--- src/rtl/riscv_lsu_if.sv ---
// Core-side and memory-side signals of the load/store unit, bundled for port grouping.
// slave = LSU view, master = environment (core + data memory) view.
interface riscv_lsu_if;
  logic        core_req_i;
  logic        core_we_i;
  logic [2:0]  core_size_i;
  logic [31:0] core_addr_i;
  logic [31:0] core_wd_i;
  logic [31:0] core_rd_o;
  logic        core_stall_req_o;
  logic        err_o;
  logic        mem_req_o;
  logic        mem_we_o;
  logic [3:0]  mem_be_o;
  logic [31:0] mem_addr_o;
  logic [31:0] mem_wd_o;
  logic [31:0] mem_rd_i;
  logic        mem_ready_i;

  modport slave (
    input  core_req_i, core_we_i, core_size_i, core_addr_i, core_wd_i,
    output core_rd_o, core_stall_req_o, err_o,
    output mem_req_o, mem_we_o, mem_be_o, mem_addr_o, mem_wd_o,
    input  mem_rd_i, mem_ready_i
  );

  modport master (
    output core_req_i, core_we_i, core_size_i, core_addr_i, core_wd_i,
    input  core_rd_o, core_stall_req_o, err_o,
    input  mem_req_o, mem_we_o, mem_be_o, mem_addr_o, mem_wd_o,
    output mem_rd_i, mem_ready_i
  );
endinterface

--- src/rtl/riscv_lsu.sv ---
// Load/store unit: aligns stores, builds byte enables, extends loads; >=3 cycles per access.
// Core is stalled while the access is outstanding; memory backpressure via mem_ready_i, bounded by a watchdog.
module riscv_lsu #(
  parameter int TIMEOUT_CYCLES = 16
) (
  input logic         clk_i,
  input logic         rstn_i,
  riscv_lsu_if.slave  bus
);
  typedef enum logic [1:0] {IDLE, BUSY, DONE} state_t;

  localparam int CW = (TIMEOUT_CYCLES > 1) ? $clog2(TIMEOUT_CYCLES) : 1;
  localparam logic [CW-1:0] LAST_CNT = CW'(TIMEOUT_CYCLES - 1);

  state_t        r_state, w_next;
  logic [CW-1:0] r_cnt;
  logic          r_we, r_tout;
  logic [2:0]    r_size;
  logic [31:0]   r_addr, r_wd, r_rd;

  logic          w_legal, w_accept, w_timeout;
  logic [3:0]    w_be;
  logic [31:0]   w_wd, w_load;
  logic [15:0]   w_half;

  always_comb begin
    w_legal = 1'b0;
    case (bus.core_size_i)
      3'd0, 3'd4: w_legal = 1'b1;
      3'd1, 3'd5: w_legal = ~bus.core_addr_i[0];
      3'd2:       w_legal = (bus.core_addr_i[1:0] == 2'b00);
      default:    w_legal = 1'b0;
    endcase
  end

  always_ff @(posedge clk_i) begin
    if (!rstn_i) r_state <= IDLE;
    else         r_state <= w_next;
  end

  always_comb begin
    w_next               = r_state;
    w_accept             = 1'b0;
    w_timeout            = 1'b0;
    bus.core_stall_req_o = 1'b0;
    bus.err_o            = 1'b0;
    bus.mem_req_o        = 1'b0;
    case (r_state)
      IDLE: begin
        if (bus.core_req_i) begin
          if (w_legal) begin
            w_accept             = 1'b1;
            bus.core_stall_req_o = 1'b1;
            w_next               = BUSY;
          end else begin
            bus.err_o = 1'b1;
          end
        end
      end
      BUSY: begin
        bus.mem_req_o        = 1'b1;
        bus.core_stall_req_o = 1'b1;
        if (bus.mem_ready_i) begin
          w_next = DONE;
        end else if (r_cnt == LAST_CNT) begin
          w_timeout = 1'b1;
          w_next    = DONE;
        end
      end
      DONE: begin
        bus.err_o = r_tout;
        w_next    = IDLE;
      end
      default: w_next = IDLE;
    endcase
  end

  // Store lane replication and byte enables come from the latched request only.
  always_comb begin
    w_be = 4'b1111;
    w_wd = r_wd;
    case (r_size[1:0])
      2'd0: begin
        w_be = 4'b0001 << r_addr[1:0];
        w_wd = {4{r_wd[7:0]}};
      end
      2'd1: begin
        w_be = 4'b0011 << r_addr[1:0];
        w_wd = {2{r_wd[15:0]}};
      end
      default: begin
        w_be = 4'b1111;
        w_wd = r_wd;
      end
    endcase
  end

  always_comb begin
    w_half = bus.mem_rd_i[15:0];
    case (r_addr[1:0])
      2'd0: w_half = bus.mem_rd_i[15:0];
      2'd1: w_half = bus.mem_rd_i[23:8];
      2'd2: w_half = bus.mem_rd_i[31:16];
      2'd3: w_half = {8'h00, bus.mem_rd_i[31:24]};
      default: w_half = bus.mem_rd_i[15:0];
    endcase
  end

  always_comb begin
    w_load = bus.mem_rd_i;
    case (r_size)
      3'd0:    w_load = {{24{w_half[7]}}, w_half[7:0]};
      3'd4:    w_load = {24'h0, w_half[7:0]};
      3'd1:    w_load = {{16{w_half[15]}}, w_half};
      3'd5:    w_load = {16'h0, w_half};
      default: w_load = bus.mem_rd_i;
    endcase
  end

  always_ff @(posedge clk_i) begin
    if (!rstn_i) begin
      r_cnt  <= '0;
      r_we   <= 1'b0;
      r_size <= 3'd0;
      r_addr <= 32'h0;
      r_wd   <= 32'h0;
      r_rd   <= 32'h0;
      r_tout <= 1'b0;
    end else begin
      if (w_accept) begin
        r_we   <= bus.core_we_i;
        r_size <= bus.core_size_i;
        r_addr <= bus.core_addr_i;
        r_wd   <= bus.core_wd_i;
        r_cnt  <= '0;
      end
      if (r_state == BUSY) begin
        if (bus.mem_ready_i) begin
          r_cnt <= '0;
          if (!r_we) r_rd <= w_load;
        end else if (w_timeout) begin
          r_cnt  <= '0;
          r_rd   <= 32'h0;
          r_tout <= 1'b1;
        end else begin
          r_cnt <= r_cnt + 1'b1;
        end
      end
      if (r_state == DONE) r_tout <= 1'b0;
    end
  end

  assign bus.mem_we_o   = (r_state == BUSY) & r_we;
  assign bus.mem_be_o   = (r_state == BUSY) ? w_be : 4'b0000;
  assign bus.mem_addr_o = {r_addr[31:2], 2'b00};
  assign bus.mem_wd_o   = w_wd;
  assign bus.core_rd_o  = r_rd;
endmodule

--- src/flat_wrapper.sv ---
// flat-port wrapper written by rule: the top's interface ports become plain ports
module riscv_lsu_flat 
#(
  parameter int TIMEOUT_CYCLES = 16
)
  (clk_i, rstn_i, bus_core_req_i, bus_core_we_i, bus_core_size_i, bus_core_addr_i, bus_core_wd_i, bus_core_rd_o, bus_core_stall_req_o, bus_err_o, bus_mem_req_o, bus_mem_we_o, bus_mem_be_o, bus_mem_addr_o, bus_mem_wd_o, bus_mem_rd_i, bus_mem_ready_i);
  riscv_lsu_if bus_i ();
  input logic clk_i;
  input logic rstn_i;
  input wire logic [$bits(bus_i.core_req_i)-1:0] bus_core_req_i;
  input wire logic [$bits(bus_i.core_we_i)-1:0] bus_core_we_i;
  input wire logic [$bits(bus_i.core_size_i)-1:0] bus_core_size_i;
  input wire logic [$bits(bus_i.core_addr_i)-1:0] bus_core_addr_i;
  input wire logic [$bits(bus_i.core_wd_i)-1:0] bus_core_wd_i;
  output wire logic [$bits(bus_i.core_rd_o)-1:0] bus_core_rd_o;
  output wire logic [$bits(bus_i.core_stall_req_o)-1:0] bus_core_stall_req_o;
  output wire logic [$bits(bus_i.err_o)-1:0] bus_err_o;
  output wire logic [$bits(bus_i.mem_req_o)-1:0] bus_mem_req_o;
  output wire logic [$bits(bus_i.mem_we_o)-1:0] bus_mem_we_o;
  output wire logic [$bits(bus_i.mem_be_o)-1:0] bus_mem_be_o;
  output wire logic [$bits(bus_i.mem_addr_o)-1:0] bus_mem_addr_o;
  output wire logic [$bits(bus_i.mem_wd_o)-1:0] bus_mem_wd_o;
  input wire logic [$bits(bus_i.mem_rd_i)-1:0] bus_mem_rd_i;
  input wire logic [$bits(bus_i.mem_ready_i)-1:0] bus_mem_ready_i;
  assign bus_i.core_req_i = bus_core_req_i;
  assign bus_i.core_we_i = bus_core_we_i;
  assign bus_i.core_size_i = bus_core_size_i;
  assign bus_i.core_addr_i = bus_core_addr_i;
  assign bus_i.core_wd_i = bus_core_wd_i;
  assign bus_core_rd_o = bus_i.core_rd_o;
  assign bus_core_stall_req_o = bus_i.core_stall_req_o;
  assign bus_err_o = bus_i.err_o;
  assign bus_mem_req_o = bus_i.mem_req_o;
  assign bus_mem_we_o = bus_i.mem_we_o;
  assign bus_mem_be_o = bus_i.mem_be_o;
  assign bus_mem_addr_o = bus_i.mem_addr_o;
  assign bus_mem_wd_o = bus_i.mem_wd_o;
  assign bus_i.mem_rd_i = bus_mem_rd_i;
  assign bus_i.mem_ready_i = bus_mem_ready_i;
  riscv_lsu #(.TIMEOUT_CYCLES(TIMEOUT_CYCLES)) u_core (.clk_i(clk_i), .rstn_i(rstn_i), .bus(bus_i));
endmodule
--- config.mk ---
export PLATFORM = sky130hd
export DESIGN_NAME = riscv_lsu_flat
export DESIGN_NICKNAME = d
export VERILOG_FILES = /design/src/rtl/riscv_lsu_if.sv /design/src/rtl/riscv_lsu.sv /design/src/flat_wrapper.sv
export SDC_FILE = /design/constraint.sdc
export NUM_CORES = 1
export LEC_CHECK = 0
export ABC_CLOCK_PERIOD_IN_PS = 3300
export CAP_MARGIN = 20
export CELL_PAD_IN_SITES_DETAIL_PLACEMENT = 1
export CELL_PAD_IN_SITES_GLOBAL_PLACEMENT = 1
export CORE_MARGIN = 2
export CORE_UTILIZATION = 33
export CTS_CLUSTER_SIZE = 28
export DETAILED_ROUTE_END_ITERATION = 7
export GPL_TIMING_DRIVEN = 0
export PLACE_DENSITY_LB_ADDON = 0.1
export SYNTH_ARGS = -nofsm -noshare
export SYNTH_HDL_FRONTEND = slang
export SYNTH_SLANG_ARGS = --single-unit
--- constraint.sdc ---
create_clock -name clk_i -period 3.3 [get_ports clk_i]
set_clock_uncertainty 0.2 [all_clocks]
set_input_delay 0.66 -clock clk_i [delete_from_list [all_inputs] [get_ports clk_i]]
set_output_delay 0.66 -clock clk_i [all_outputs]
set_load 0.1 [all_outputs]
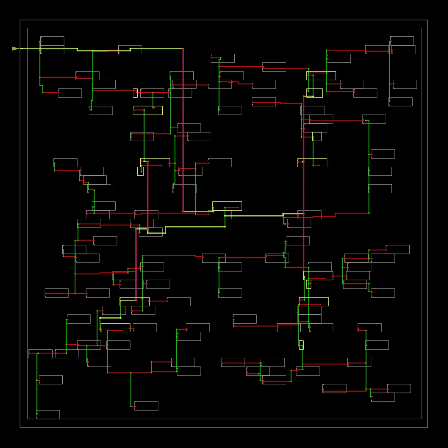
(the clock network)
Power Clock: 1.01 mW
clk latency late pin: 0.35 ns
clock sink total: 107

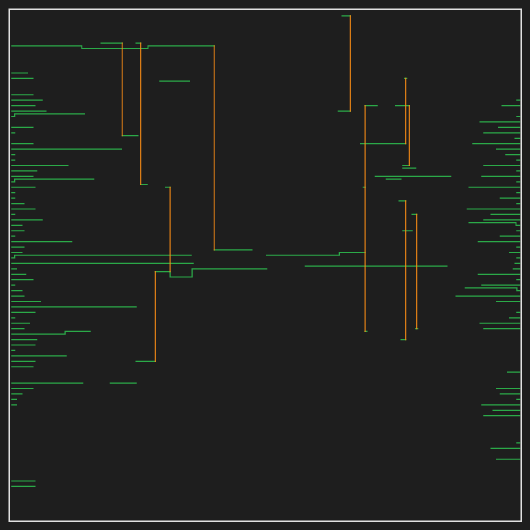
(wiring by layer)
Drawn at 4 px/um. Two of the layers only.
layer	colour	wire length
metal 4	orange	328 um
metal 3	green	979 um
Routed WL per cell: 17.5 um
Tot GR Track Use: 22.3%
Vias: 5,251

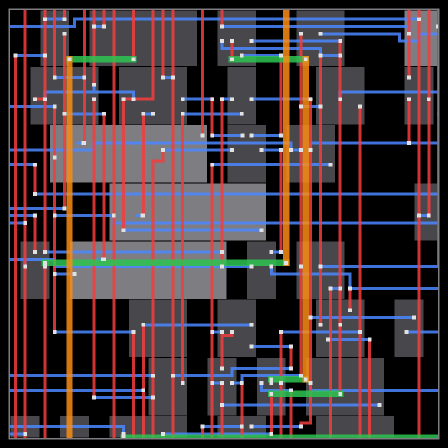
(close-up of the layout)
Window x 86 to 106, y 86 to 106 um. Cells in grey, sequential cells in the stronger grey; small squares are vias.
layer	colour
metal 2	red
metal 3	green
metal 1	blue
metal 4	orange
netlist names of flops here include	u_core.bus.core_rd_o (3)
cells with their middle in the window	26
sequential cells in the window	3
most frequent	nor2b_1 (4)

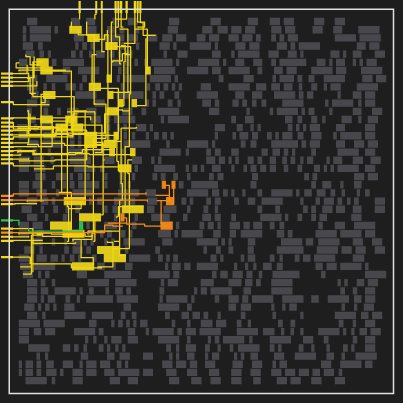
(port wiring)
Drawn at 3 px/um.
port	colour	bits	direction	edge	end cells	wire
bus_core_we_i	green	1	input	left	1	25.1 um
bus_core_size_i	orange	3	input	left	5	187 um
bus_mem_wd_o	yellow	32	output	22 left, 10 top	32	1,660 um
I/O Pins: 208
# port buffers: 205

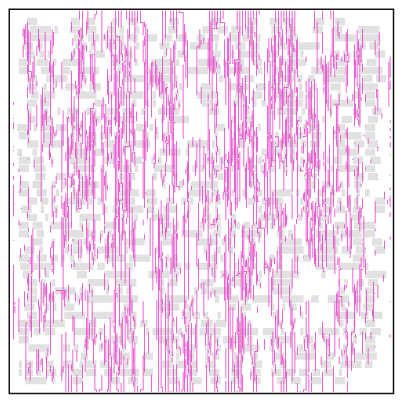
(signal wires on met2)
Drawn at 3 px/um. Cells faint in the background.
main direction	vertical
longest straight run	60.5 um
Post-Route WL: 18.4 mm
M2 GR Usage: 39.9%

==> job_summary.md <==
## Implementation flow summary

| Metric | Value |
|---|---|
| Crit-path max FO | 16 |
| Most common logic cell in the routed design | clkdlybuf4s50_1 |
| Main logic family | AND-OR/OR-AND gates |
| Post-synth ARST share | 0% |
| Number of cells produced by synthesis | ~640 |
| CP Capture Type | output port |
| P per Cell Area | 443 mW/mm^2 |
| Leak pwr | 2.89 nW |
| Most frequent cell after synthesis | nand2_1 |
| Ys Warns | 0 |
| Setup violators final | 0 |
| Layout cell share with drive strength beyond 1 | 13.9% |
| Finished Layout Cells | 1,050 |
| Hold slack | 0.259 ns |
| Final Cell Area | ~0.0076 mm^2 |
| Die width | 128 um |
| Max_slew headroom | 32.3% |
| DIE AREA | 0.0163 mm^2 |
| Starting DRT DRC Count | approximately 180 |
| Setup TNS | 0 ns |
| H-tree levels | 3 |
| Post-synth cell types | 45 |
| VDD IR max | 226 uV |
| Setup ws final | 0.0540 ns |
| Initial antenna violation count | 1 |
| Yosys cell count | 641 |
| Maximum clock frequency | 308 MHz |
| Endpoints failing hold | 0 |
| Commonest cells post-synth | nand2_1, dfxtp_1, a21oi_1 |
| Fin util | 50.3% |
| Number of enable flip-flop cells | 0 |
| MUX area fraction | about 5.8% |
| Syn Area/Cell | 7.87 um^2 |
| Most instantiated logic cells after routing | clkdlybuf4s50_1, nand2_1, dfxtp_1 |
| Startpoint type of the worst setup path | primary input |
| Combinational gate area | 0.00237 mm^2 |
| Layout area overhead | 50.6% |
| Register area | around 0.0021 mm^2 |
| Post-route ant nets | 0 |
| Largest net degree at the start of global routing | 16 |
| Ao+oa area frac | 20.6% |
| Post-Synth Simple-Gate Area | between 10% and 20% |
| Total power | 3.37 mW |
| Global-route wire length before repair | around 29 mm |
| Fa+ha+maj area frac | 0.248% |
| Clock Path Buffers | 2 |
| CP Data Required Time | between 2 and 2.5 ns |
| Row cnt | around 45 |
| HP Class | flip-flop to flip-flop |
| Dpl cell area | ~0.0073 mm^2 |
| Largest cells by area after synthesis | dfxtp_1, nand2_1, a21oi_1, buf_4, o2bb2ai_1 |
| Critical Path AT | 2.39 ns |
| Placed insts | 1,035 |
| Outcome | complete, no violations |
| Pre-CTS setup slack | -1.29 ns |
| Final max-slew violation count | 0 |
| Num CTS Buffers | 9 |
| Fillers | 1,822 |
| GPL Wtd Cong | 0.864 |
| GR Overflow Total | 0 |
| Most used DFF post-synth | dfxtp_1 |
| XOR/XNOR Fraction of Synth Area | 0% |
| Floorplan Utilization | 33.4% |
| CTS tree | done |
| # DRC | 0 |
| Top cell type's share of synthesized area | 42.5% |
| Worst slew pin tran | about 1.0 ns |
| Core footprint | 0.0151 mm^2 |
| Max Cap Viol | 0 |
| Vias in the first global route | 5,591 |
| R2r setup slk | 0.58 ns |
| Post-synthesis sequential area ratio | a little over two fifths |
| RSZ-0062 raised after global routing | no |
| OpenROAD warnings | 27 |
| DIE HEIGHT | 128 um |
| Clock transition at path regs | 0.07 ns |
| Synth Register Bits | about 110 |
| Period Utilization, post-route | a little over nine tenths |
| Yosys synthesis chip area | 0.00504 mm^2 |
| Min Tclk post-route | around 3.2 ns |
| Final-stage net count | 962 |
| Hpwl dp | 14.3 mm |
| Post-synth top area cell | dfxtp_1 |
| Root buffer cell | clkbuf_16 |
| Drt pass-1 iters | 4 |
| Cell area after synthesis | 0.00504 mm^2 |
| Worst Setup Path Type | primary input to output port |
| Drt via density | 5.00 |
## final timing paths
kind | to | cells after the start | from
worst max-delay path | bus_core_stall_req_o | 5 | bus_core_addr_i[1]
worst min-delay path | u_core.r_wd[19] | 2 | u_core.r_wd[19]
worst max register to register | u_core.bus.core_rd_o[19] | 6 | u_core.r_addr[1]
worst min register to register | u_core.r_wd[19] | 2 | u_core.r_wd[19]
## critical path, cell delays in order
cell and delay, ns:
clkdlybuf4s50_1 0.42, or4_4 0.56, a211o_4 0.45, nand2_4 0.10, buf_12 0.18
## power breakdown
part / internal (mW) / leakage (nW) / total [mW] / switching [mW]
Sequential: 1.34 / 0.869 / 1.38 / 0.0393
Clock: 0.529 / 0.126 / 1.01 / 0.484
Combinational: 0.307 / 1.89 / 0.969 / 0.662
## timing repair
item                       in CTS  in global routing
hold buffers                    0                  0
buffers inserted                0                  2
gates resized                  89                 24
setup endpoints to repair      30                 14
pin swaps                       0                  3
## routing by layer
metal | part of all wire (%) | track usage (%)
met3 | 5.3 | 4.82
met4 | 1.8 | 7.63
met2 | 50 | 39.9
met5 | 0 | 0
met1 | 43 | 26.4
## kinds of logic (layout without fill, tap and decap cells)
kind of cell    Yosys count  in the layout
compound gates          173            173
fa+ha+maj                 1              1
buf+inv                  98            317
flops                   107            107
mux                      27             27
other cells               1              3
simple gates            234            234
## area by class of cell
class,count,share of cell area [%]
antenna,1,0.0330
buffer,85,6.71
clock buffer,13,3.30
clock inverter,2,0.165
inverter,10,0.494
multi-input combinational,437,31.3
sequential,107,28.2
tap,188,3.10
timing repair buffer,207,26.7
Power figures rest on the tool's default switching activity, not on a simulated workload.
